File: src/rtl/float_unpack_pkg.sv
// Shared sizing helpers for the float unpack/normalize front end.
package float_unpack_pkg;

  function automatic int exp_bias(input int unsigned float_exp);
    return (1 << (float_exp - 1)) - 1;
  endfunction

  // Unbiased exponent of the smallest normal number, also the scale of denormals.
  function automatic int min_normal_exp(input int unsigned float_exp);
    return 1 - exp_bias(float_exp);
  endfunction

  function automatic int unsigned lz_w(input int unsigned float_frac);
    return $clog2(float_frac + 2);
  endfunction

  function automatic int unsigned sexp_w(input int unsigned float_exp,
                                         input int unsigned float_frac);
    return float_exp + lz_w(float_frac);
  endfunction

endpackage

File: src/rtl/leading_zero_counter.sv
// Combinational priority-encoded count of leading zeros (MSB first) plus a fixed offset.
module leading_zero_counter #(
  parameter int unsigned WIDTH      = 23,
  parameter int unsigned ADD_OFFSET = 1
) (
  input  logic [WIDTH-1:0]              in_bits,
  output logic [$clog2(WIDTH+2)-1:0]    count_c
);

  localparam int unsigned CNT_W = $clog2(WIDTH + 2);

  logic [CNT_W-1:0] zeros;

  // Scanning up from the LSB lets the highest set bit win.
  always_comb begin
    zeros = CNT_W'(WIDTH);
    for (int i = 0; i < WIDTH; i++) begin
      if (in_bits[i]) zeros = CNT_W'(WIDTH - 1 - i);
    end
    count_c = zeros + CNT_W'(ADD_OFFSET);
  end

endmodule

File: src/rtl/float_unpack_normalize.sv
// Registered float classifier/denormal renormalizer feeding float->posit/fixed converters.
module float_unpack_normalize
  import float_unpack_pkg::*;
#(
  parameter int unsigned FLOAT_EXP    = 8,
  parameter int unsigned FLOAT_FRAC   = 23,
  parameter int unsigned TRAIL_START  = 17,
  parameter int unsigned TRAIL_WIDTH  = 2,
  parameter int unsigned FTZ_DENORMAL = 0
) (
  input  logic                                        clock,
  input  logic                                        resetn,
  input  logic                                        in_valid,
  input  logic                                        in_sign,
  input  logic [FLOAT_EXP-1:0]                        in_exp,
  input  logic [FLOAT_FRAC-1:0]                       in_frac,
  output logic                                        out_valid,
  output logic                                        out_sign,
  output logic                                        out_is_zero,
  output logic                                        out_is_denormal,
  output logic                                        out_is_inf,
  output logic                                        out_is_nan,
  output logic [sexp_w(FLOAT_EXP, FLOAT_FRAC)-1:0]    out_exp,
  output logic [lz_w(FLOAT_FRAC)-1:0]                 out_lz,
  output logic [FLOAT_FRAC-1:0]                       out_frac,
  output logic [TRAIL_WIDTH-1:0]                      out_trail,
  output logic                                        out_sticky
);

  localparam int unsigned SEXP_W    = sexp_w(FLOAT_EXP, FLOAT_FRAC);
  localparam int unsigned LZ_W      = lz_w(FLOAT_FRAC);
  localparam int          BIAS      = exp_bias(FLOAT_EXP);
  localparam int          MIN_EXP   = min_normal_exp(FLOAT_EXP);
  localparam int          STICKY_HI = int'(TRAIL_START) - int'(TRAIL_WIDTH);

  logic                    exp_zero_c, exp_ones_c, frac_zero_c;
  logic                    is_zero_c, is_den_c, is_inf_c, is_nan_c;
  logic [LZ_W-1:0]         lz_c;
  logic [SEXP_W-1:0]       sexp_c;
  logic [FLOAT_FRAC-1:0]   norm_frac_c;
  logic [TRAIL_WIDTH-1:0]  trail_c;
  logic                    sticky_c;

  logic                    valid_d, valid_q;
  logic                    sign_d, sign_q;
  logic                    zero_d, zero_q;
  logic                    den_d, den_q;
  logic                    inf_d, inf_q;
  logic                    nan_d, nan_q;
  logic [SEXP_W-1:0]       exp_d, exp_q;
  logic [LZ_W-1:0]         lz_d, lz_q;
  logic [FLOAT_FRAC-1:0]   frac_d, frac_q;
  logic [TRAIL_WIDTH-1:0]  trail_d, trail_q;
  logic                    sticky_d, sticky_q;

  leading_zero_counter #(
    .WIDTH      (FLOAT_FRAC),
    .ADD_OFFSET (1)
  ) u_lzc (
    .in_bits (in_frac),
    .count_c (lz_c)
  );

  // Classification, exponent unbias and denormal renormalization.
  always_comb begin
    exp_zero_c  = (in_exp == '0);
    exp_ones_c  = &in_exp;
    frac_zero_c = (in_frac == '0);
    is_zero_c   = exp_zero_c & frac_zero_c;
    is_den_c    = exp_zero_c & ~frac_zero_c;
    is_inf_c    = exp_ones_c & frac_zero_c;
    is_nan_c    = exp_ones_c & ~frac_zero_c;

    sexp_c      = SEXP_W'(in_exp) - SEXP_W'(BIAS);
    norm_frac_c = in_frac;
    if (is_den_c) begin
      if (FTZ_DENORMAL != 0) begin
        norm_frac_c = '0;
      end else begin
        norm_frac_c = in_frac << lz_c;
        sexp_c      = SEXP_W'(MIN_EXP) - SEXP_W'(lz_c);
      end
    end

    // Zero padding below bit 0 makes slice positions under zero read as 0.
    trail_c = TRAIL_WIDTH'({norm_frac_c, TRAIL_WIDTH'(0)} >> (TRAIL_START + 1));
  end

  if (STICKY_HI >= 0) begin : g_sticky
    assign sticky_c = |norm_frac_c[STICKY_HI:0];
  end else begin : g_no_sticky
    assign sticky_c = 1'b0;
  end

  // Datapath loads only on valid input; valid itself follows in_valid every cycle.
  always_comb begin
    valid_d  = in_valid;
    sign_d   = sign_q;
    zero_d   = zero_q;
    den_d    = den_q;
    inf_d    = inf_q;
    nan_d    = nan_q;
    exp_d    = exp_q;
    lz_d     = lz_q;
    frac_d   = frac_q;
    trail_d  = trail_q;
    sticky_d = sticky_q;
    if (in_valid) begin
      sign_d   = in_sign;
      zero_d   = is_zero_c;
      den_d    = is_den_c;
      inf_d    = is_inf_c;
      nan_d    = is_nan_c;
      exp_d    = sexp_c;
      lz_d     = lz_c;
      frac_d   = norm_frac_c;
      trail_d  = trail_c;
      sticky_d = sticky_c;
    end
  end

  always_ff @(posedge clock) begin
    if (!resetn) begin
      valid_q  <= 1'b0;
      sign_q   <= 1'b0;
      zero_q   <= 1'b0;
      den_q    <= 1'b0;
      inf_q    <= 1'b0;
      nan_q    <= 1'b0;
      exp_q    <= '0;
      lz_q     <= '0;
      frac_q   <= '0;
      trail_q  <= '0;
      sticky_q <= 1'b0;
    end else begin
      valid_q  <= valid_d;
      sign_q   <= sign_d;
      zero_q   <= zero_d;
      den_q    <= den_d;
      inf_q    <= inf_d;
      nan_q    <= nan_d;
      exp_q    <= exp_d;
      lz_q     <= lz_d;
      frac_q   <= frac_d;
      trail_q  <= trail_d;
      sticky_q <= sticky_d;
    end
  end

  assign out_valid       = valid_q;
  assign out_sign        = sign_q;
  assign out_is_zero     = zero_q;
  assign out_is_denormal = den_q;
  assign out_is_inf      = inf_q;
  assign out_is_nan      = nan_q;
  assign out_exp         = exp_q;
  assign out_lz          = lz_q;
  assign out_frac        = frac_q;
  assign out_trail       = trail_q;
  assign out_sticky      = sticky_q;

endmodule

File: config.mk
export PLATFORM = sky130hd
export DESIGN_NAME = float_unpack_normalize
export DESIGN_NICKNAME = d
export VERILOG_FILES = /design/src/rtl/float_unpack_pkg.sv /design/src/rtl/leading_zero_counter.sv /design/src/rtl/float_unpack_normalize.sv
export SDC_FILE = /design/constraint.sdc
export NUM_CORES = 1
export LEC_CHECK = 0
export CAP_MARGIN = 5
export CORE_MARGIN = 3
export CORE_UTILIZATION = 55
export CTS_CLUSTER_DIAMETER = 200
export DETAILED_ROUTE_END_ITERATION = 6
export PLACE_DENSITY_LB_ADDON = 0.3
export RECOVER_POWER = 50
export SLEW_MARGIN = 20
export SYNTH_ARGS = -nofsm -noshare
export SYNTH_HDL_FRONTEND = slang
export SYNTH_HIERARCHICAL = 1
export SYNTH_SLANG_ARGS = --single-unit
File: constraint.sdc
create_clock -name clock -period 6.05 [get_ports clock]
set_input_delay 1.21 -clock clock [delete_from_list [all_inputs] [get_ports clock]]
set_output_delay 1.21 -clock clock [all_outputs]
set_load 0.005 [all_outputs]
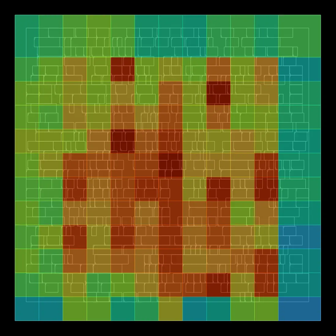
congestion_map.png
overall routing resource usage: 28.91%
GR peak layer: met2
global routing usage on met2: 46.16%
Post-Route Utilization: 72.30%

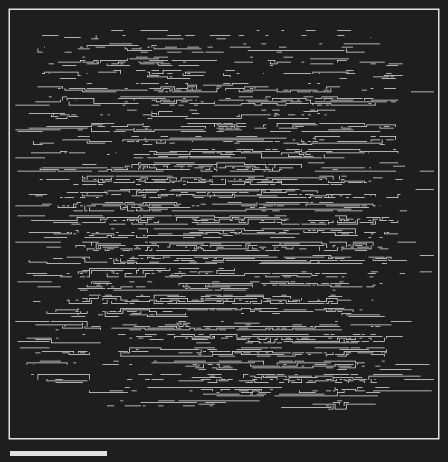
m1.png
Bar = 20 µm.
nets with wire on the layer: 488
wire length on this layer: 4660 µm
main direction: horizontal

==> results.txt <==
Synthesis and place-and-route results.

- The origin of the worst min-delay path is out_exp[2]$_SDFFE_PN0P_.
- The flip-flop and latch share of the layout cell area is 18.97%.
- The final count of hold timing violations is 0.
- TritonCTS built the clock tree.
- The minimum setup slack after placement is 601.1 ps.
- The floorplan die height is 88.08 µm.
- Looking at the reg2reg group, the worst path ends at out_exp[4]$_SDFFE_PN0P_.
- The post-placement cell area is between 0.004 and 0.005 mm².
- The cell area after layout is between 0.004 and 0.005 mm².
- The placed wire-length estimate after detailed placement is between 8000 and 9000 µm.
- The cell at the root of the clock tree is sky130_fd_sc_hd__clkbuf_8.
- The synthesized net count is roughly 460.
- For this design the ratio of total power to cell area is ~170 mW/mm².
- The cell type that accounts for the most area after synthesis is sky130_fd_sc_hd__dfxtp_1.
- The mapped cell area is around 0.0037 mm².
- The internal portion of total power is around 0.00056 W.
- The reported max-cap violation count is 1.
- Hold analysis lists the worst path endpoint as out_exp[2]$_SDFFE_PN0P_.
- The area share of buffers outside the clock network is 19.59%.
- The required time of the worst setup path is approximately 6200 ps.
- The via count of the first global-routing pass was roughly 3.6k.
- Relative to the synthesized area, the layout overhead comes to 25.33%.
- The detail route stage leaves a number of antenna-violating nets equal to 0.
- The clock tree synthesis step divided the H-tree into 2 levels.
- Signal routing reaches up to met4.
- The critical path data arrival time is roughly 5400 ps.
- On the final layout, the worst hold slack is about 470 ps.
- Counting plain and timing-repair buffers in the layout gives between 90 and 100.
- The synthesis run identifies the leading combinational cell family as AND-OR/OR-AND gates.
- The portion of total power attributed to sequential cells is roughly two fifths.
- Multi-input logic gates represent a cell area share of between 50% and 60%.
- The path class of the lowest-slack min-delay path is flop to flop.
- The count of pins on the block boundary is approximately 85.
- The number of cells upsized or downsized after cts is 0.
- The die is a little under 90 µm wide.
- The yosys cell count is about 430.
- Among all stages on the critical path, the largest delay is contributed by sky130_fd_sc_hd__clkdlybuf4s50_1.
- On the worst path, the slowest cell contributes a delay of 660 ps.
- The run finished, with violations left.
- The clock network power share is roughly 27%.
- The startpoint identified for the worst register-to-register timing path is out_exp[4]$_SDFFE_PN0P_.
- The distinct cell type count after synthesis is ~65.
- The final reports fail on capacitance limit, slew limit.
- The final timing report counts setup violations totalling 0.
- The maximum number of pins on one net before global-route repair is 58.
- The post-route worst setup slack is 826.8 ps.
- The region available for standard cell placement spans about 0.0064 mm².
- Leaving out fill and tap cells, the most frequent cells in the layout are sky130_fd_sc_hd__dlygate4sd3_1 (45), sky130_fd_sc_hd__dfxtp_1 (44), sky130_fd_sc_hd__clkdlybuf4s50_1 (38).
- Per the layout area report, the register area comes to about 880 µm².
- The initial DRC count is ~400.
- After detailed routing, the met2 layer carries about 5300 µm of wire.
- STA classifies the critical path endpoint as a flop.
- The final critical-path share of the clock period is ~86%.
- The final number of max-transition violations is 58.
- The number of antenna violations at the first check in global routing is 0.
- Traced cell by cell, the critical path runs through clkdlybuf4s50_1 > nor4_1 > o21ai_0 > a21oi_2 > o32ai_4 > xnor2_1 > a21oi_4 > buf_4 > mux2i_1 > mux2i_1 > a31oi_1 > o211ai_1 > a221oi_1 > nand4_1 > o31a_1.
- The tap cell count is ~77.
- The met1 wire length is roughly 4700 µm.
- The design draws 0.0008073 W.
- The wire length of the first global-routing pass is roughly 18000 µm.
- In the post-synthesis netlist, the biggest area contributors are sky130_fd_sc_hd__dfxtp_1 (24%), sky130_fd_sc_hd__mux4_2 (12%), sky130_fd_sc_hd__mux2i_1 (6.8%), sky130_fd_sc_hd__o211a_1 (4.3%), sky130_fd_sc_hd__nand2_1 (3.6%).
- The share of cells above drive strength 1 is roughly an eighth.
- For reference, the mux area share after synthesis is approximately a fifth.
- The detailed-route via count is roughly 3.8k.
- Per the OpenROAD power report, leakage power amounts to between 1.5 and 2 nW.
- The capture point of the critical path is out_sticky$_SDFFE_PN0P_.
- On the final layout, the worst clock skew is 0 ps.
- For this run the aggregate overflow at the end of global routing stands at 0.
- Looking at the setup timing report, the critical path kind is input pin to flop.
- The number of post-CTS setup repair buffers is 0.
- Yosys reported that registers with async set or reset make up 0%.
- The fraction of power consumed by combinational cells is roughly a third.
- The met3 routed wirelength is 891 µm.
- The worst-case headroom to the max-slew limit is -63.26%.
- The Yosys step of the flow raised 6 warnings.
- The average wire per cell in the routed design is ~20 µm.
- met1 track demand over resource after global routing is about two fifths.
- Counting the clock-network buffers in the layout gives 6.
- In the post-synthesis netlist, the cell with the most instances is sky130_fd_sc_hd__dfxtp_1.
- In this run the power spent charging and discharging nets is between 0.0002 and 0.00025 W.
- Setup repair after global routing left no endpoint under its margin.
- The number of detailed-route iterations in the first pass is 5.
- The insertion delay of the later-clocked pin in the worst-skew pair is 290 ps.
- The fmax is 191.5 MHz.
- The inverter tally of the final layout excluding the clock network is 14.
- At the pin with the least slew margin, the transition time is roughly 2400 ps.
- Of the total power, the share spent switching nets is about 30%.
- The fraction of the mapped netlist area in compound gates is 25.77%.
- The aggregate negative setup slack is 0 ps.
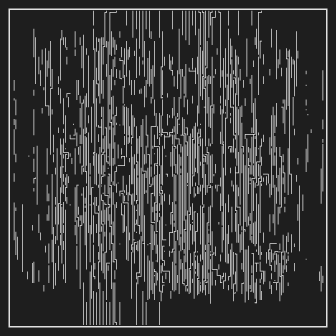
m2.png
nets with wire on the layer: 456
main direction: vertical

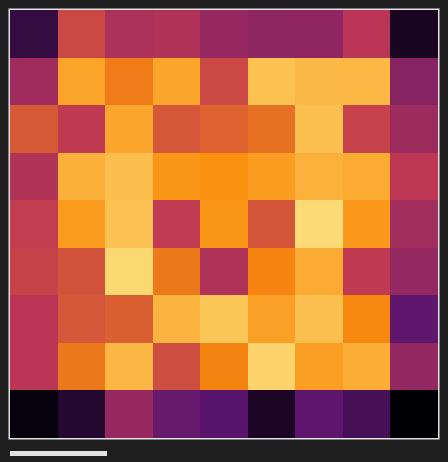
util_map.png
Bar = 20 µm. The die is cut into 9 by 9 equal tiles; black is low, pale yellow is high, 0 to 100% covered.
fullest tile: 92%
nearly empty tiles: 2.5%
mean over tiles: 59%

registers in the layout, summed over array words and instances (netlist names):
name,count
out_sticky,1
out_is_zero,1
out_is_denormal,1
out_is_nan,1
out_sign,1
out_is_inf,1
out_lz,5
out_valid,1
out_exp,9
out_frac,23
power by group through the flow:
stage / Combinational [W] / Clock (W) / Sequential (W)
2_1_floorplan: 0.000161 / 0 / 0.000322
3_3_place_gp: 0.000273 / 0 / 0.000321
3_5_place_dp: 0.000275 / 0 / 0.000322
4_1_cts: 0.000277 / 0.000219 / 0.000315
5_1_grt: 0.000296 / 0.000233 / 0.000316
6_report: 0.000276 / 0.000217 / 0.000314
critical path, delay by kind of cell:
kind                      cells  cell delay (ps)
AOI/OAI and AO/OA             8             1880
buffers and inverters         2             1060
and+or+nand+nor               2              500
muxes                         2              500
xor gates and xnor gates      1              210
Power is estimated from default activity; no workload was simulated.
